### config.mk
export PLATFORM = sky130hd
export DESIGN_NAME = store_lane_packer_flat
export DESIGN_NICKNAME = d
export VERILOG_FILES = /design/src/rtl/store_lane_packer_if.sv /design/src/rtl/store_lane_packer.sv /design/src/flat_wrapper.sv
export SDC_FILE = /design/constraint.sdc
export NUM_CORES = 1
export LEC_CHECK = 0
export ABC_AREA = 1
export ABC_CLOCK_PERIOD_IN_PS = 1900
export CAP_MARGIN = 20
export CORE_MARGIN = 8
export CORE_UTILIZATION = 43
export CTS_CLUSTER_DIAMETER = 150
export DETAILED_ROUTE_END_ITERATION = 10
export GPL_TIMING_DRIVEN = 0
export PLACE_DENSITY = 0.8
export SLEW_MARGIN = 15
export SYNTH_ARGS = -nofsm -noshare
export SYNTH_HDL_FRONTEND = slang
export SYNTH_SLANG_ARGS = --single-unit
### constraint.sdc
create_clock -name clk -period 1.9 [get_ports clk]
set_clock_uncertainty 0.15 [all_clocks]
set_input_delay 0.285 -clock clk [delete_from_list [all_inputs] [get_ports clk]]
set_output_delay 0.285 -clock clk [all_outputs]
set_load 0.1 [all_outputs]
### src/rtl/store_lane_packer_if.sv
// Handshake bundle between the execute stage, the store lane packer and data memory.
// The slave modport is the packer's view; the master modport is the view of its surroundings.
interface store_lane_packer_if #(
  parameter int ADDR_W = 32
);
  logic              in_valid;
  logic              in_ready;
  logic [ADDR_W-1:0] in_addr;
  logic [31:0]       in_data;
  logic [1:0]        in_size;

  logic              out_valid;
  logic              out_ready;
  logic [ADDR_W-1:0] out_addr;
  logic [31:0]       out_wdata;
  logic [3:0]        out_be;
  logic              out_err;

  modport slave (
    input  in_valid, in_addr, in_data, in_size, out_ready,
    output in_ready, out_valid, out_addr, out_wdata, out_be, out_err
  );

  modport master (
    output in_valid, in_addr, in_data, in_size, out_ready,
    input  in_ready, out_valid, out_addr, out_wdata, out_be, out_err
  );
endinterface

### src/rtl/store_lane_packer.sv
// Store lane packer: narrows a register value onto byte lanes of the data-memory write bus.
// Define STORE_MISALIGN_SPLIT_EN to split misaligned half/word stores into two beats.
module store_lane_packer #(
  parameter int ADDR_W    = 32,
  parameter int ERR_CNT_W = 8
) (
  input  logic                 clk,
  input  logic                 reset,
  store_lane_packer_if.slave   bus,
  output logic [ERR_CNT_W-1:0] err_count
);

  logic              load;
  logic              accept;
  logic [1:0]        lane_off;
  logic [ADDR_W-1:0] aligned_addr;
  logic [31:0]       sized_data;
  logic [3:0]        size_mask;
  logic              illegal;
  logic              misaligned;
  logic              beat_err;
  logic [3:0]        beat_be;
  logic [31:0]       beat_wdata;

  assign lane_off     = bus.in_addr[1:0];
  assign aligned_addr = {bus.in_addr[ADDR_W-1:2], 2'b00};
  assign load         = !bus.out_valid || bus.out_ready;
  assign accept       = bus.in_valid && bus.in_ready;

  // Zero-extend to the access size; an illegal size leaves data and mask empty.
  always_comb begin
    sized_data = 32'h0;
    size_mask  = 4'b0000;
    illegal    = 1'b0;
    misaligned = 1'b0;
    case (bus.in_size)
      2'b00: begin
        sized_data = {24'h0, bus.in_data[7:0]};
        size_mask  = 4'b0001;
      end
      2'b01: begin
        sized_data = {16'h0, bus.in_data[15:0]};
        size_mask  = 4'b0011;
        misaligned = (lane_off == 2'd3);
      end
      2'b10: begin
        sized_data = bus.in_data;
        size_mask  = 4'b1111;
        misaligned = (lane_off != 2'd0);
      end
      default: begin
        illegal = 1'b1;
      end
    endcase
  end

`ifdef STORE_MISALIGN_SPLIT_EN
  typedef enum logic {
    IDLE,
    SECOND
  } state_t;

  state_t            state;
  state_t            state_nxt;
  logic [63:0]       spread_data;
  logic [7:0]        spread_mask;
  logic [ADDR_W-1:0] pend_addr;
  logic [31:0]       pend_wdata;
  logic [3:0]        pend_be;

  // The upper half of the spread holds whatever spills into the next word.
  assign spread_data = {32'h0, sized_data} << {lane_off, 3'b000};
  assign spread_mask = {4'h0, size_mask} << lane_off;

  assign beat_err    = illegal;
  assign beat_be     = spread_mask[3:0];
  assign beat_wdata  = spread_data[31:0];
  assign bus.in_ready = load && (state == IDLE);

  always_ff @(posedge clk) begin
    if (reset) begin
      state <= IDLE;
    end else begin
      state <= state_nxt;
    end
  end

  always_comb begin
    state_nxt = state;
    case (state)
      IDLE:    if (accept && misaligned) state_nxt = SECOND;
      SECOND:  if (load) state_nxt = IDLE;
      default: state_nxt = IDLE;
    endcase
  end

  always_ff @(posedge clk) begin
    if (accept) begin
      pend_addr  <= aligned_addr + ADDR_W'(4);
      pend_wdata <= spread_data[63:32];
      pend_be    <= spread_mask[7:4];
    end
  end
`else
  assign beat_err    = illegal || misaligned;
  assign beat_be     = beat_err ? 4'h0 : (size_mask << lane_off);
  assign beat_wdata  = beat_err ? 32'h0 : (sized_data << {lane_off, 3'b000});
  assign bus.in_ready = load;
`endif

  // One-entry output register; it only changes when empty or being drained.
  always_ff @(posedge clk) begin
    if (reset) begin
      bus.out_valid <= 1'b0;
      bus.out_addr  <= '0;
      bus.out_wdata <= 32'h0;
      bus.out_be    <= 4'h0;
      bus.out_err   <= 1'b0;
    end else if (load) begin
`ifdef STORE_MISALIGN_SPLIT_EN
      if (state == SECOND) begin
        bus.out_valid <= 1'b1;
        bus.out_addr  <= pend_addr;
        bus.out_wdata <= pend_wdata;
        bus.out_be    <= pend_be;
        bus.out_err   <= 1'b0;
      end else
`endif
      if (accept) begin
        bus.out_valid <= 1'b1;
        bus.out_addr  <= aligned_addr;
        bus.out_wdata <= beat_wdata;
        bus.out_be    <= beat_be;
        bus.out_err   <= beat_err;
      end else begin
        bus.out_valid <= 1'b0;
      end
    end
  end

  always_ff @(posedge clk) begin
    if (reset) begin
      err_count <= '0;
    end else if (bus.out_valid && bus.out_ready && bus.out_err && (err_count != '1)) begin
      err_count <= err_count + ERR_CNT_W'(1);
    end
  end

endmodule

### src/flat_wrapper.sv
// flat-port wrapper written by rule: the top's interface ports become plain ports
module store_lane_packer_flat 
#(
  parameter int ADDR_W    = 32,
  parameter int ERR_CNT_W = 8
)
  (clk, reset, err_count, bus_in_valid, bus_in_addr, bus_in_data, bus_in_size, bus_out_ready, bus_in_ready, bus_out_valid, bus_out_addr, bus_out_wdata, bus_out_be, bus_out_err);
  store_lane_packer_if #(.ADDR_W(ADDR_W)) bus_i ();
  input  logic clk;
  input  logic reset;
  output logic [ERR_CNT_W-1:0] err_count;
  input wire logic [$bits(bus_i.in_valid)-1:0] bus_in_valid;
  input wire logic [$bits(bus_i.in_addr)-1:0] bus_in_addr;
  input wire logic [$bits(bus_i.in_data)-1:0] bus_in_data;
  input wire logic [$bits(bus_i.in_size)-1:0] bus_in_size;
  input wire logic [$bits(bus_i.out_ready)-1:0] bus_out_ready;
  output wire logic [$bits(bus_i.in_ready)-1:0] bus_in_ready;
  output wire logic [$bits(bus_i.out_valid)-1:0] bus_out_valid;
  output wire logic [$bits(bus_i.out_addr)-1:0] bus_out_addr;
  output wire logic [$bits(bus_i.out_wdata)-1:0] bus_out_wdata;
  output wire logic [$bits(bus_i.out_be)-1:0] bus_out_be;
  output wire logic [$bits(bus_i.out_err)-1:0] bus_out_err;
  assign bus_i.in_valid = bus_in_valid;
  assign bus_i.in_addr = bus_in_addr;
  assign bus_i.in_data = bus_in_data;
  assign bus_i.in_size = bus_in_size;
  assign bus_i.out_ready = bus_out_ready;
  assign bus_in_ready = bus_i.in_ready;
  assign bus_out_valid = bus_i.out_valid;
  assign bus_out_addr = bus_i.out_addr;
  assign bus_out_wdata = bus_i.out_wdata;
  assign bus_out_be = bus_i.out_be;
  assign bus_out_err = bus_i.out_err;
  store_lane_packer #(.ADDR_W(ADDR_W), .ERR_CNT_W(ERR_CNT_W)) u_core (.clk(clk), .reset(reset), .bus(bus_i), .err_count(err_count));
endmodule
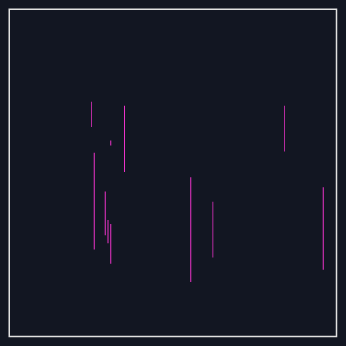
m4.png
Scale: 3 px per um.
wire length on this layer: 193 um
nets with wire on the layer: 11
share of all routed wire: 1.5%
longest straight run: 34.7 um
routed wire length: 12900 um
Vias: 4264

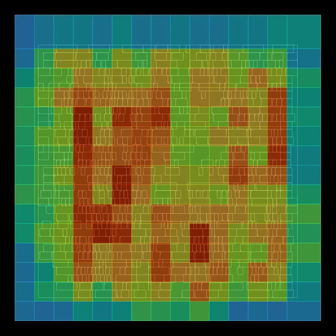
congestion_map.png
All-Layer GR Usage: 0.213
DR WL/cell: 15.6 um
GR Layer Usage met2: 0.375
final core occ: 0.684

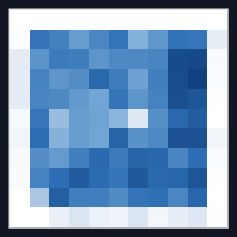
util_map.png
Scale: 2 px per um. The die is cut into 11 by 11 equal tiles; white is low, dark blue is high, 0 to 100% covered.
nearly empty tiles: 17%
fullest tile: 93%
tiles over 75% full: 22%
mean over tiles: 47%
fp util: 0.446
Core Box Area: 0.00826 mm^2

timing repair:
action                                  CTS  global route
cloned                                    1             0
endpoints found under the setup margin  114            21
hold buffers                              0             0
pin swaps                                 2             1
buffers inserted                          4             0
resized                                 238            11
final timing paths:
path                              endpoint  slack, ns  cells past startpoint
setup reg to reg       u_core.err_count[4]       0.22                      7
hold reg to reg        u_core.err_count[0]       0.31                      1
hold / removal    u_core.bus.out_wdata[11]       0.18                      2
setup / recovery              bus_in_ready       0.09                      4
layout make-up:
class / instances / area share
inverter: 29 / 0.0193
timing repair buffer: 148 / 0.275
tap: 105 / 0.0233
multi-input combinational: 418 / 0.340
buffer: 33 / 0.0297
sequential: 76 / 0.272
clock inverter: 4 / 0.0126
clock buffer: 12 / 0.0275
worst max-delay path, cell delays in order:
cell and delay (ns):
clkdlybuf4s50_1 0.46, inv_1 0.10, nand2_4 0.09, buf_2 0.43
sequential cells by signal (all words and copies together), names as in the netlist:
| register | cells |
|---|---|
| u_core.bus.out_addr | 30 |
| u_core.bus.out_err | 1 |
| u_core.bus.out_wdata | 32 |
| u_core.bus.out_be | 4 |
| u_core.err_count | 8 |
| u_core.bus.out_valid | 1 |
cell families after synthesis:
logic type	Yosys count
AND/OR/NAND/NOR	309
XOR/XNOR	5
AND-OR/OR-AND	97
adder cells (fa/ha/maj)	5
buffers and inverters	63
other	1
flip-flops	76
where the power goes:
part	internal, uW	total, uW	switching (uW)
registers	1670	1710	42.9
logic	369	1340	966
clock network	811	1380	566
per-stage QoR:
stage / area [um^2] / worst slack [ns]
final: 5650 / 0.0873
after floorplan: 3710 / 0.0319
after CTS: 5630 / 0.0565
after global placement: 5280 / -0.609
after detailed placement: 5280 / -0.625
after global routing: 5650 / 0.00366
synthesized netlist by cell type:
cell        n  area, um^2
buf_1       1        3.75
inv_2       1        3.75
o21ai_0    46         230
buf_4       3        22.5
buf_6       3        33.8
nor2_2      1        6.26
dfxtp_1    76        1520
a21oi_1    41         205
xor2_1      3        26.3
xnor2_1     2        17.5
nand4_1     1        6.26
nand2_1   141         529
inv_1      27         101
o211ai_1    7        52.6
a21oi_4     2        32.5
a21boi_2    1        11.3
clkbuf_1   21        78.8
nand3_1    57         285
buf_2       6        30.0
ha_1        5        62.6
nor2_4      1        11.3
nor2_1    108         405
conb_1      1        3.75
clkinv_1    1        3.75
metal layers:
metal	GRT usage	vias up	share of wire
li1	-	2095	-
met1	0.245	1904	0.40
met2	0.375	241	0.48
met3	0.0637	24	0.11
met4	0.0567	0	0.015
met5	0	-	0
==> flow_metrics.tcl <==
# metrics dict for downstream scripts
set metrics [dict create \
    num-nets-final 790 \
    vias_per_cell 5.17 \
    synth_cell_types 24 \
    yosysWarnings 0 \
    antenna_found_initial 0 \
    synthCells 556 \
    drive_gt1_frac 0.181 \
    diodes 0 \
    drt_drc_violations_left 0 \
    crit_start "bus_out_ready" \
    period_needed_ns 1.81 \
    dr.pass1.iters 7 \
    total_power_uw 4420 \
    mux_share 0 \
    cts_max_level 3 \
    io_pins 149 \
    synth.cell_area_mm2 0.00368 \
    nFillCells 732 \
    hpwl_um 10200 \
    gp_congestion 0.931 \
    ys_cells 556 \
    cts_made_buffers 9 \
    run_status "complete, no violations" \
    grt_setup_unrepaired "no" \
    tns_ns 0 \
    crit_path_end_kind "output pin" \
    required_ns 1.46 \
    synth.avg_cell_area_um2 6.63 \
    grt_pass1_wl_um 20200 \
    tool_warnings 29 \
    grt_overflow_total 0 \
    lay_top_count "nand2_1" \
    fmax_mhz 552 \
    die_h_um 109 \
    cp.arrival_ns 1.38 \
    logic_family "simple AND/OR/NAND/NOR gates" \
    chipArea_mm2 0.0118 \
    clk_path_buf_depth 2 \
    synth-adder-area-share 0.0170 \
    synth-simple-area-share 0.338 \
    cp_max_fo 3 \
    dp_cells 805 \
    aoi_share 0.144 \
    cp-start-kind "primary input" \
    num_rows 33 \
    leakagePower_uw 0.00229 \
    grt_start_max_net_pins 14 \
    ys_ff 76 \
    logic_area_mm2 0.00192 \
    cts_tree "done" \
    seq_area_mm2 0.00154 \
    synth_chip_area_mm2 0.00368 \
    cts.clk_slew.worst_paths_ns 0.07 \
    min_from "reset" \
    clock-sinks 76 \
    syn_to_final_growth_pct 53.3 \
    io_buffers 143 \
    grt_pass1_vias 4096 \
    ys_sh_xor 0.0119 \
    yosysSeqAreaShare 0.413 \
    cts_root_buf "clkbuf_8" \
    lay_top_cells "nand2_1 (139), nor2_1 (105), clkdlybuf4s15_2 (76), dfxtp_1 (68), clkdlybuf4s50_1 (64)" \
    hold_viol_final 0 \
    powerDensity_mw_per_mm2 783 \
    worstSetupPathType "in2out" \
    r2r-start "u_core.err_count[0]" \
    min_path_type "in2reg" \
    drv_cap 0 \
    peakVddDrop_v 0.000500 \
    clock_latency_ns 0.34 \
    hold_slack_ns 0.180 \
    tightest_slew_ns 0.580 \
    final.period_utilization 0.954 \
    die_w_um 109 \
    slew_headroom 0.615 \
    drtIter0Drc 261 \
    final_cells 825 \
    ant_nets 0 \
    setup_viol 0 \
    slew_viol_final 0 \
]
No activity file was given, so power comes from the tool's default toggle rates.
